## src/rtl/filt_pkg.sv

```systemverilog
// Shared definitions for the decimating filter-to-UART bridge: default
// parameters, transmit FSM encoding and a counter-width helper.
package filt_pkg;

    localparam int CLKS_PER_BIT_DEF = 16;
    localparam int DECIM_DEF        = 4;
    localparam int FIFO_DEPTH_DEF   = 4;

    localparam int DATA_BITS = 8;

    localparam logic [1:0] ST_IDLE  = 2'd0;
    localparam logic [1:0] ST_START = 2'd1;
    localparam logic [1:0] ST_DATA  = 2'd2;
    localparam logic [1:0] ST_STOP  = 2'd3;

    // A modulo-n counter needs at least one bit even when n is 1.
    function automatic int cnt_width(input int n);
        return (n > 1) ? $clog2(n) : 1;
    endfunction

endpackage

```

## src/rtl/filt_fifo.sv

```systemverilog
// Small synchronous FIFO holding captured filter samples until the UART
// transmitter is free. A push on a full FIFO is accepted only alongside a pop.
module filt_fifo
    import filt_pkg::*;
#(
    parameter int DEPTH = FIFO_DEPTH_DEF,
    parameter int WIDTH = DATA_BITS
) (
    input  logic                     clk,
    input  logic                     rst,
    input  logic                     push,
    input  logic                     pop,
    input  logic [WIDTH-1:0]         din,
    output logic [WIDTH-1:0]         dout,
    output logic                     full,
    output logic                     empty,
    output logic [$clog2(DEPTH):0]   level
);

    localparam int AW = $clog2(DEPTH);
    localparam logic [AW:0] FULL_LEVEL = DEPTH[AW:0];

    logic [WIDTH-1:0] mem [DEPTH];
    logic [AW-1:0]    wr_ptr;
    logic [AW-1:0]    rd_ptr;
    logic             do_push;
    logic             do_pop;

    assign full    = (level == FULL_LEVEL);
    assign empty   = (level == '0);
    assign do_pop  = pop && !empty;
    assign do_push = push && (!full || do_pop);
    assign dout    = mem[rd_ptr];

    // Pointers wrap naturally because DEPTH is a power of two.
    always_ff @(posedge clk or posedge rst) begin
        if (rst) begin
            wr_ptr <= '0;
            rd_ptr <= '0;
            level  <= '0;
        end else begin
            if (do_push) begin
                wr_ptr <= wr_ptr + AW'(1);
            end
            if (do_pop) begin
                rd_ptr <= rd_ptr + AW'(1);
            end
            case ({do_push, do_pop})
                2'b10:   level <= level + (AW+1)'(1);
                2'b01:   level <= level - (AW+1)'(1);
                default: level <= level;
            endcase
        end
    end

    always_ff @(posedge clk) begin
        if (do_push) begin
            mem[wr_ptr] <= din;
        end
    end

endmodule

```

## src/rtl/filt_uart_tx.sv

```systemverilog
// Decimates the upstream FIR output, buffers the captured samples and sends
// each one as an 8N1 UART frame. rst_n is active high despite its name.
module filt_uart_tx
    import filt_pkg::*;
#(
    parameter int CLKS_PER_BIT = CLKS_PER_BIT_DEF,
    parameter int DECIM        = DECIM_DEF,
    parameter int FIFO_DEPTH   = FIFO_DEPTH_DEF
) (
    input  logic                          clk,
    input  logic                          rst_n,
    input  logic [7:0]                    y_in,
    output logic                          tx,
    output logic                          busy,
    output logic                          overflow,
    output logic [$clog2(FIFO_DEPTH):0]   level,
    output logic [1:0]                    state
);

    localparam int DW = cnt_width(DECIM);
    localparam int BW = cnt_width(CLKS_PER_BIT);
    localparam logic [DW-1:0] DECIM_LAST = DW'(DECIM - 1);
    localparam logic [BW-1:0] BAUD_LAST  = BW'(CLKS_PER_BIT - 1);

    logic [DW-1:0] dec_cnt;
    logic          cap_valid;
    logic [7:0]    cap_data;
    logic [BW-1:0] baud_cnt;
    logic [2:0]    bit_cnt;
    logic [7:0]    shreg;
    logic          pop;
    logic          fifo_full;
    logic          fifo_empty;
    logic [7:0]    fifo_dout;

    // The captured sample becomes a push request on the following edge.
    always_ff @(posedge clk or posedge rst_n) begin
        if (rst_n) begin
            dec_cnt   <= '0;
            cap_valid <= 1'b0;
            cap_data  <= '0;
        end else begin
            cap_valid <= (dec_cnt == DECIM_LAST);
            if (dec_cnt == DECIM_LAST) begin
                dec_cnt  <= '0;
                cap_data <= y_in;
            end else begin
                dec_cnt <= dec_cnt + DW'(1);
            end
        end
    end

    assign pop = (state == ST_IDLE) && !fifo_empty;

    filt_fifo #(
        .DEPTH (FIFO_DEPTH),
        .WIDTH (8)
    ) u_fifo (
        .clk   (clk),
        .rst   (rst_n),
        .push  (cap_valid),
        .pop   (pop),
        .din   (cap_data),
        .dout  (fifo_dout),
        .full  (fifo_full),
        .empty (fifo_empty),
        .level (level)
    );

    always_ff @(posedge clk or posedge rst_n) begin
        if (rst_n) begin
            overflow <= 1'b0;
        end else if (cap_valid && fifo_full && !pop) begin
            overflow <= 1'b1;
        end
    end

    always_ff @(posedge clk or posedge rst_n) begin
        if (rst_n) begin
            state    <= ST_IDLE;
            baud_cnt <= '0;
            bit_cnt  <= '0;
            shreg    <= '0;
        end else begin
            case (state)
                ST_IDLE: begin
                    baud_cnt <= '0;
                    bit_cnt  <= '0;
                    if (!fifo_empty) begin
                        shreg <= fifo_dout;
                        state <= ST_START;
                    end
                end
                ST_START: begin
                    if (baud_cnt == BAUD_LAST) begin
                        baud_cnt <= '0;
                        state    <= ST_DATA;
                    end else begin
                        baud_cnt <= baud_cnt + BW'(1);
                    end
                end
                ST_DATA: begin
                    if (baud_cnt == BAUD_LAST) begin
                        baud_cnt <= '0;
                        shreg    <= {1'b0, shreg[7:1]};
                        if (bit_cnt == 3'd7) begin
                            state <= ST_STOP;
                        end else begin
                            bit_cnt <= bit_cnt + 3'd1;
                        end
                    end else begin
                        baud_cnt <= baud_cnt + BW'(1);
                    end
                end
                ST_STOP: begin
                    if (baud_cnt == BAUD_LAST) begin
                        baud_cnt <= '0;
                        state    <= ST_IDLE;
                    end else begin
                        baud_cnt <= baud_cnt + BW'(1);
                    end
                end
                default: state <= ST_IDLE;
            endcase
        end
    end

    always_comb begin
        tx = 1'b1;
        case (state)
            ST_START: tx = 1'b0;
            ST_DATA:  tx = shreg[0];
            default:  tx = 1'b1;
        endcase
    end

    assign busy = (state != ST_IDLE);

endmodule

```

## config.mk

```make
export PLATFORM = sky130hd
export DESIGN_NAME = filt_uart_tx
export DESIGN_NICKNAME = d
export VERILOG_FILES = /design/src/rtl/filt_pkg.sv /design/src/rtl/filt_fifo.sv /design/src/rtl/filt_uart_tx.sv
export SDC_FILE = /design/constraint.sdc
export NUM_CORES = 1
export LEC_CHECK = 0
export ABC_AREA = 1
export CAP_MARGIN = 25
export CORE_ASPECT_RATIO = 1.2
export CORE_MARGIN = 2
export CORE_UTILIZATION = 59
export DETAILED_ROUTE_END_ITERATION = 8
export HOLD_SLACK_MARGIN = 0.1
export PLACE_DENSITY = 0.81
export SLEW_MARGIN = 40
export SYNTH_ARGS = -nofsm -noshare
export SYNTH_HDL_FRONTEND = slang
export SYNTH_HIERARCHICAL = 1
export SYNTH_SLANG_ARGS = --single-unit
```

## constraint.sdc

```tcl
create_clock -name clk -period 2.4 [get_ports clk]
set_clock_uncertainty 0.05 [all_clocks]
set_input_delay 0.24 -clock clk [delete_from_list [all_inputs] [get_ports clk]]
set_output_delay 0.24 -clock clk [all_outputs]
set_load 0.01 [all_outputs]
```

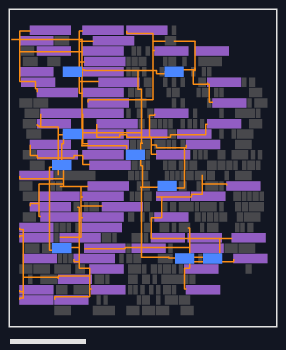
Figure 1: run 1, clock network drawn from the DEF.
Scale bar: 20 µm.
cells driving clock nets: in blue, count 9. flip-flops: in purple, count 68. clock wires: in orange, length 772 µm.
There are 10 routed clock nets.

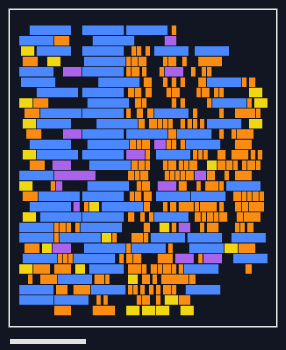
Figure 2: run 1, placed cells, one color a class.
Scale bar: 20 µm.
flip-flops: in blue, cells 68, share of their area 54%. clock drivers and dummy loads: in purple, cells 16, share of their area 5.8%. all other logic: in orange, cells 205, share of their area 34%. other buffers and delay cells: in yellow, cells 24, share of their area 6.5%.

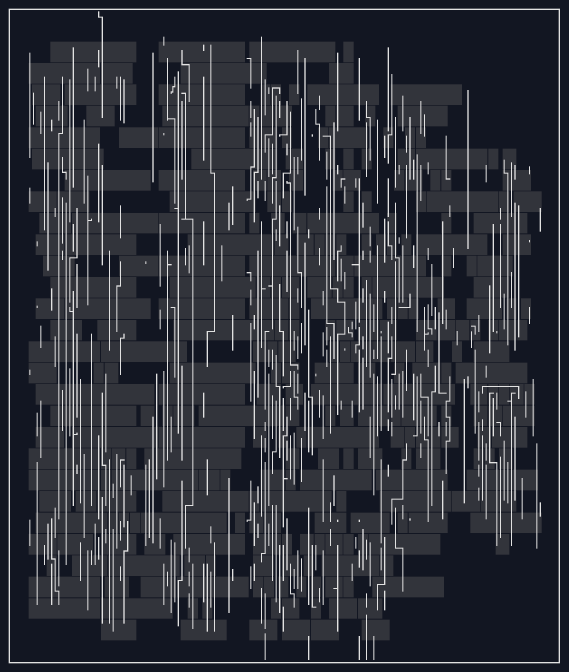
Figure 3: run 1, the metal 2 layer.
The longest straight run is 49.0 µm. 267 nets have wire on it.

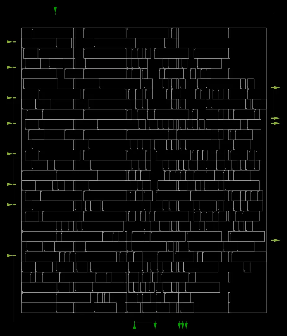
Figure 4: run 1, placement view.
sequential share of cell area: 53.0%
Final Core Density: 70.6%

==> results.cfg, run 1 <==
; implementation run metrics
[placement]
gp_congestion = 0.800
pre_cts_slack_ns = 0.244
dp_hpwl_um = 3810

[final_layout]
sh_comb_area_pct = 30.2
fin_nets = 332
logic_gates = 180
nonClkBufAreaFrac_pct = 6.34
logic_area_um2 = 1060
drive_gt1_share_pct = 16.6
n_clock_buffer = 9
fillers = 354
lay_top_cells = 55 x nand2_1, 36 x dfrtp_1, 32 x nor2_1, 32 x edfxtp_1, 21 x inv_1
num-nonclk-buffers = 24
register_area_um2 = 1860

[power_and_ir_drop]
switching_share_pct = 21.8
top_power_group = registers
power.switching_w = 0.000485
p_seq_w = 0.00125
seqPwrFrac_pct = 55.9
p_int_w = 0.00174
powerComb_w = 0.0000470
p_clk_share_pct = 42.0
powerDensity_nw_per_um2 = 634

[synth]
syn_area_um2 = 3060
ys_area_um2 = 3060
yosys-top-cells-count = 55 x nand2_1, 36 x dfrtp_1, 32 x edfxtp_1, 32 x nor2_1, 21 x inv_1
synth_top_area_share_pct = 31.4
largest_area_cell = edfxtp_1
yosysCellCount = 281
ff_type = dfrtp_1
ys.flops = 68
edf_count = 32
ys.warnings.count = 6

[cts]
cts-htree-levels = 3
clock_path_buffers = 2
numCtsBuffers = 9
cts_root_buf = clkbuf_8
post_cts.repair.setup_buffers = 0
worstSkewPairLatency_ns = 0.34
cts.sinks = 68
cts_tree = built

[timing]
worst_pin_slew_ns = 0.504
fin_crit_sh_pct = 90.7
drv_slew = 0
hold_ws_ns = 0.111
finalSetupViolations = 0
min_period_ns = 2.18
rsz0062_at_grt = false
relSlewSlack_pct = 66.4

[routing]
num_vias = 2026
drt_iter0_markers = 130
drcViolationCount = 0
drt_wl_total_um = 5380

[floorplanning]
fp_util_pct = 61.4
rows = 28
pin_count = 18
die_x_um = 69.7
fp.coreArea_um2 = 4970

[setup_path]
critPathArrivalTime_ns = 2.36
worstSetupStartpointType = flop
cp-end-kind = flop
critPathKind = reg -> reg

[hold_path]
hold_class = in -> async

[global_routing]
grt_pass1_vias = 1994
antenna_found_initial = 0
grt_pass1_wl_um = 9490

[run]
maxCapViolations = 0
warnings = 33

[run_status]
status = complete, no violations
## run 1: registers in the layout (all words and copies together), names as in the netlist
register and flops:
u_fifo/mem 32, cap_data 8, shreg 8, baud_cnt 4, bit_cnt 3, u_fifo/level 3, dec_cnt 2, state 2
u_fifo/rd_ptr 2, u_fifo/wr_ptr 2, cap_valid 1, overflow 1
## run 1: path summary, 6_finish.rpt
path	startpoint	endpoint	slack [ns]	cells past startpoint
setup / recovery	state[0]	u_fifo/level[2]	0.22	12
hold / removal	rst_n	u_fifo/wr_ptr[0]	0.11	2
setup reg to reg	state[0]	u_fifo/level[2]	0.22	12
hold reg to reg	dec_cnt[0]	dec_cnt[0]	0.39	1
max in group asynchronous	rst_n	bit_cnt[1]	1.75	3
min in group clk	dec_cnt[0]	dec_cnt[0]	0.39	1
## run 1: kinds of logic (layout without fill, tap and decap cells)
group                      count (synthesis)  count (layout)  synth area share (%)
AOI/OAI and AO/OA                         34              34                  6.35
xor gates and xnor gates                   4               4                  1.15
adders and majority gates                 14              14                  5.98
buffers and inverters                     33              65                  4.42
DFF                                       68              68                  60.9
muxes                                      8               8                  2.95
and+or+nand+nor                          120             120                  18.3
## run 1: routing by layer
| metal | up-vias | GRT usage, % | part of all wire [%] |
|---|---|---|---|
| li1 | 1002 | - | - |
| met1 | 980 | 26.5 | 42 |
| met2 | 37 | 35.8 | 53 |
| met3 | 7 | 7.04 | 3.0 |
| met4 | 0 | 5.77 | 1.2 |
| met5 | - | 0 | 0 |
## run 1: worst max-delay path, stage by stage, from the launching register on
cell	delay, ns
dfrtp_1	0.43
inv_1	0.12
ha_1	0.31
inv_2	0.12
nor2_1	0.17
nand3b_2	0.14
fa_1	0.40
inv_1	0.07
nand2_1	0.07
nand2_1	0.06
nand2_1	0.04
nand2_1	0.05
inv_1	0.04
Figure 5. Gate families picked out (run 1).
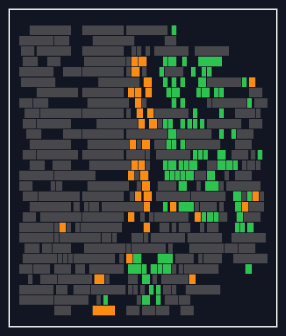

==> run 1 -> run 2 <==
- CORE_UTILIZATION: 59 -> 30
- PLACE_DENSITY: 0.81 -> 0.48
- clock period: 2.4 -> 2.36 ns (I/O delays scaled with it)
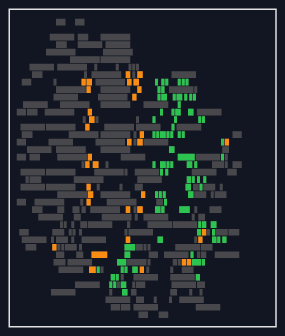
Figure 6: run 2, gate families picked out.
inverting AOI/OAI gates: in orange, cells 34. NAND gates: in green, cells 84.
most frequent logic cell in the layout: nand2_1
combinational share of cell area: 28.9%
Finished Layout Cells: 440

==> run 2 against run 1 <==
Final area up 4.3%. Die size up 91%. Combinational power up 2%. Flip-flop count unchanged. Sequential power about the same. Count of clock-buffer cells in the layout up 2. Utilization down 34 points. Critical path type is now reg -> out. Highest routed layer unchanged.
==> results.cfg, run 2 <==
; implementation run metrics
[run_status]
status = complete, no violations

[synth]
logic_family = simple AND/OR/NAND/NOR gates
largest_area_cell = edfxtp_1
synth_adder_area_share_pct = 5.98
yosysCellCount = 281
yosys-top-cells-count = 55 x nand2_1, 36 x dfrtp_1, 32 x edfxtp_1, 32 x nor2_1, 21 x inv_1
xor_share_pct = 1.15
synth_top_area_share_pct = 31.4
edf_count = 32
ys_sh_simple_pct = 18.3
ys.warnings.count = 6
yosys.cell_count.top_type = nand2_1
ys_area_um2 = 3060
syn_area_um2 = 3060
ff_type = dfrtp_1
ys.flops = 68
ys_sh_aoi_pct = 6.34

[global_routing]
grt_pass1_vias = 1966
grt_max_degree = 30
grt_usage_pct = 12.0
antenna_found_initial = 0
grt_pass1_wl_um = 9740

[floorplanning]
die_x_um = 96.1
pin_count = 18
fp_util_pct = 30.7
fp.coreArea_um2 = 9960
rows = 40

[cts]
cts_root_buf = clkbuf_16
worstSkewPairLatency_ns = 0.33
cts_tree = built
clock_path_buffers = 2
ctsResizeCount = 0
post_cts.repair.setup_buffers = 0
numCtsBuffers = 9
cts.sinks = 68
cts-htree-levels = 3

[timing]
fin_crit_sh_pct = 87.7
relSlewSlack_pct = 60.6
drv_slew = 0
finalSetupViolations = 0
worst_pin_slew_ns = 0.592
rsz0062_at_grt = false
hold_ws_ns = 0.132
min_period_ns = 2.07

[hold_path]
hold_class = in -> async

[routing]
num_vias = 1975
drcViolationCount = 0
drt_iter0_markers = 70
wl_per_cell_um = 12.9
drt_wl_total_um = 5680

[setup_path]
cp-end-kind = primary output
worstSetupStartpointType = flop
critPathArrivalTime_ns = 1.78
r2r_slack_ns = 0.39

[placement]
gp_congestion = 0.720
dp_hpwl_um = 3810
pre_cts_slack_ns = 0.385
dp.cells = 424

[final_layout]
lay_top_cells = 55 x nand2_1, 36 x dfrtp_1, 32 x nor2_1, 32 x edfxtp_1, 21 x inv_1
final_util_pct = 36.8
fillers = 987
drive_gt1_share_pct = 15.6
top_regs = u_fifo/mem (32), cap_data (8), shreg (8)
largest_reg_flops = 32
fin_nets = 333
largest-register = u_fifo/mem

[run]
warnings = 33
maxCapViolations = 0

[power_and_ir_drop]
powerDensity_nw_per_um2 = 680
[run 2: cell counts after synthesis]
No cell type changed its count.
[run 2: path summary, 6_finish.rpt]
path	from	end	cells after the start
setup / recovery	state[0]	tx	4
hold / removal	rst_n	u_fifo/level[0]	2
setup reg to reg	state[0]	u_fifo/level[2]	12
min in group clk	dec_cnt[0]	dec_cnt[0]	1
hold reg to reg	dec_cnt[0]	dec_cnt[0]	1
max in group asynchronous	rst_n	shreg[5]	3
[run 2: worst max-delay path: stages, from the launching register on]
cell and delay, ns:
dfrtp_1 0.42, inv_1 0.10, ha_1 0.23, o21ai_0 0.15, clkdlybuf4s50_1 0.56
[run 2: per-layer routing]
layer / up-vias / GRT usage, % / routed length [µm]
met3: 11 / 3.03 / 183
li1: 998 / - / -
met2: 26 / 19.4 / 2860
met5: - / 0 / 0
met4: 0 / 6.86 / 131
met1: 940 / 14.4 / 2510
[run 2: final cells by class]
cell class / count / area, µm² / area share [%]
well taps: 126 / 158 / 4.30
repair buffers: 25 / 230 / 6.28
clock buffers: 11 / 233 / 6.35
clock inverters: 5 / 28.8 / 0.785
flip-flops and latches: 68 / 1860 / 50.8
inverters: 25 / 93.8 / 2.56
multi-input cells: 180 / 1060 / 28.9
[run 2: cells by family (layout without fill, tap and decap cells)]
group                    after synthesis  count (layout)
AND/OR/NAND/NOR                      120             120
flip-flops                            68              68
AND-OR/OR-AND                         34              34
buffers and inverters                 33              66
adder cells (fa/ha/maj)               14              14
multiplexers                           8               8
XOR/XNOR                               4               4
[run 2: where the power goes]
| part | switching [W] | leakage [nW] | internal [W] |
|---|---|---|---|
| Sequential | 0.0000118 | 0.706 | 0.00126 |
| Combinational | 0.0000227 | 0.717 | 0.0000251 |
| Clock | 0.000474 | 0.123 | 0.000703 |
==> run 2 -> run 3 <==
- CTS_CLUSTER_SIZE: not set -> 8
- SLEW_MARGIN: 40 -> not set
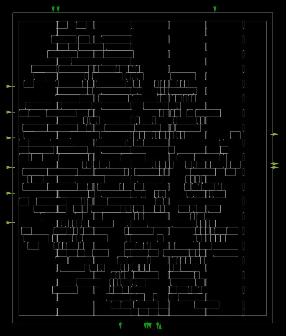
Figure 7: run 3, placement view.
fillcell total: 987
Core Footprint: 9960 µm²

==> run 3 against run 2 <==
Hold slack unchanged. Area after synthesis unchanged. Worst setup slack unchanged. Critical path depth unchanged. Critical path type unchanged. Power stayed put. Non-clock buffer count stayed put. Register-to-register slack about the same. Fmax stayed put. Final cell count unchanged. Synthesized cell count did not move. Routed wire length unchanged.
==> results.cfg, run 3 <==
; implementation run metrics
[global_routing]
grt_pass1_vias = 1966
grt_pass1_wl_um = 9740
antenna_found_initial = 0
grt_max_degree = 30
grt_usage_pct = 12.0

[routing]
wl_per_cell_um = 12.9
drcViolationCount = 0
drt_iter0_markers = 70
num_vias = 1975
drt_wl_total_um = 5680

[synth]
syn_inst = 281
syn-num-nets = 305
synth_top_area_share_pct = 31.4
ys.flops = 68
synthArstFlopShare_pct = 52.9
ff_type = dfrtp_1
edf_count = 32
syn_area_um2 = 3060
largest_area_cell = edfxtp_1
synthTopCellsByArea = edfxtp_1 31%, dfrtp_1 29%, nand2_1 6.8%
ys_types = 28
syn_avg_cell_area_um2 = 10.9
ys.warnings.count = 6
yosysCellCount = 281
ys_area_um2 = 3060
yosys-top-cells-count = 55 x nand2_1, 36 x dfrtp_1, 32 x edfxtp_1, 32 x nor2_1, 21 x inv_1
yosys.cell_count.top_type = nand2_1

[cts]
hold_buffers = 0
clock_path_buffers = 2
cts-htree-levels = 3
cts.sinks = 68
post_cts.repair.setup_buffers = 0
cts_tree = built
cts_root_buf = clkbuf_16
worstSkewPairLatency_ns = 0.33
ctsResizeCount = 0
numCtsBuffers = 9

[timing]
hold_violations = 0
finalSetupViolations = 0
worst_pin_slew_ns = 0.592
fin_crit_sh_pct = 87.7
relSlewSlack_pct = 60.6
fin_tns_setup_ns = 0
drv_slew = 0
rsz0062_at_grt = false
max_freq_ghz = 0.483
min_period_ns = 2.07

[final_layout]
largest-register = u_fifo/mem
top_regs = u_fifo/mem (32), cap_data (8), shreg (8)
lay_top_cells = 55 x nand2_1, 36 x dfrtp_1, 32 x nor2_1, 32 x edfxtp_1, 21 x inv_1
drive_gt1_share_pct = 15.6
finalInstanceArea_um2 = 3660
largest_reg_flops = 32
stdcell_count = 440
fin_nets = 333
final_common_cell = nand2_1

[setup_path]
cp-end-kind = primary output
cp.required_ns = 2.07
cp_slowest_cell = clkdlybuf4s50_1
critPathArrivalTime_ns = 1.78
crit_family = buffers and inverters
path_cells = inv_1 -> ha_1 -> o21ai_0 -> clkdlybuf4s50_1
worstSetupStartpointType = flop
critPathBufInv = 2
slowest_delay_ns = 0.56

[hold_path]
hold_class = in -> async

[power_and_ir_drop]
switching_share_pct = 20.4
p_clk_share_pct = 47.2
power.switching_w = 0.000508
p_int_w = 0.00198
powerComb_w = 0.0000478
power_w = 0.00249
pg_clk_w = 0.00118
top_power_group = registers
p_comb_share_pct = 1.9
seqPwrFrac_pct = 50.9
powerDensity_nw_per_um2 = 680
p_seq_w = 0.00127

[floorplanning]
rows = 40
fp_util_pct = 30.7
pin_count = 18
die_x_um = 96.1
die_h_um = 115

[placement]
io_buffers = 17
dp.cells = 424
gp_congestion = 0.720
dp_hpwl_um = 3810

[run]
warnings = 33
maxCapViolations = 0

[run_status]
status = complete, no violations
## run 3: cell counts in the layout (fill, tap and decap cells not counted)
No cell type changed its count.
## run 3: final cells by class
cell class	instances	area, µm²	share of cell area, %
multi-input cells	180	1060	28.9
repair buffers	25	230	6.28
clock buffers	11	233	6.35
clock inverters	5	28.8	0.785
flip-flops and latches	68	1860	50.8
well taps	126	158	4.30
inverters	25	93.8	2.56
## run 3: worst paths after layout
| path | startpoint | endpoint | cells after the start | slack [ns] |
|---|---|---|---|---|
| setup / recovery | state[0] | tx | 4 | 0.29 |
| hold / removal | rst_n | u_fifo/level[0] | 2 | 0.13 |
| setup reg to reg | state[0] | u_fifo/level[2] | 12 | 0.39 |
| hold reg to reg | dec_cnt[0] | dec_cnt[0] | 1 | 0.37 |
| max in group asynchronous | rst_n | shreg[5] | 3 | 1.68 |
| min in group clk | dec_cnt[0] | dec_cnt[0] | 1 | 0.37 |
## run 3: layer usage
metal	GRT usage [%]	part of all wire [%]	vias up
li1	-	-	998
met5	0	0	-
met2	19.4	50	26
met3	3.03	3.2	11
met1	14.4	44	940
met4	6.86	2.3	0
## run 3: stage by stage
stage	hold slack, ns	setup WS, ns	util (%)
after CTS	0.141	0.253	36.8
after detailed placement	0.371	0.385	34.2
after floorplan	-0.0106	0.110	-
final	0.132	0.291	36.8
after global placement	0.364	0.421	34.2
after global routing	0.164	0.140	36.8
## run 3: kinds of logic (layout without fill, tap and decap cells)
group                      after synthesis  in the layout  synth area share [%]
AOI/OAI and AO/OA                       34             34                  6.35
xor gates and xnor gates                 4              4                  1.15
adders and majority gates               14             14                  5.98
buffers and inverters                   33             66                  4.42
DFF                                     68             68                  60.9
muxes                                    8              8                  2.95
and+or+nand+nor                        120            120                  18.3
Power is estimated from default activity; no workload was simulated.
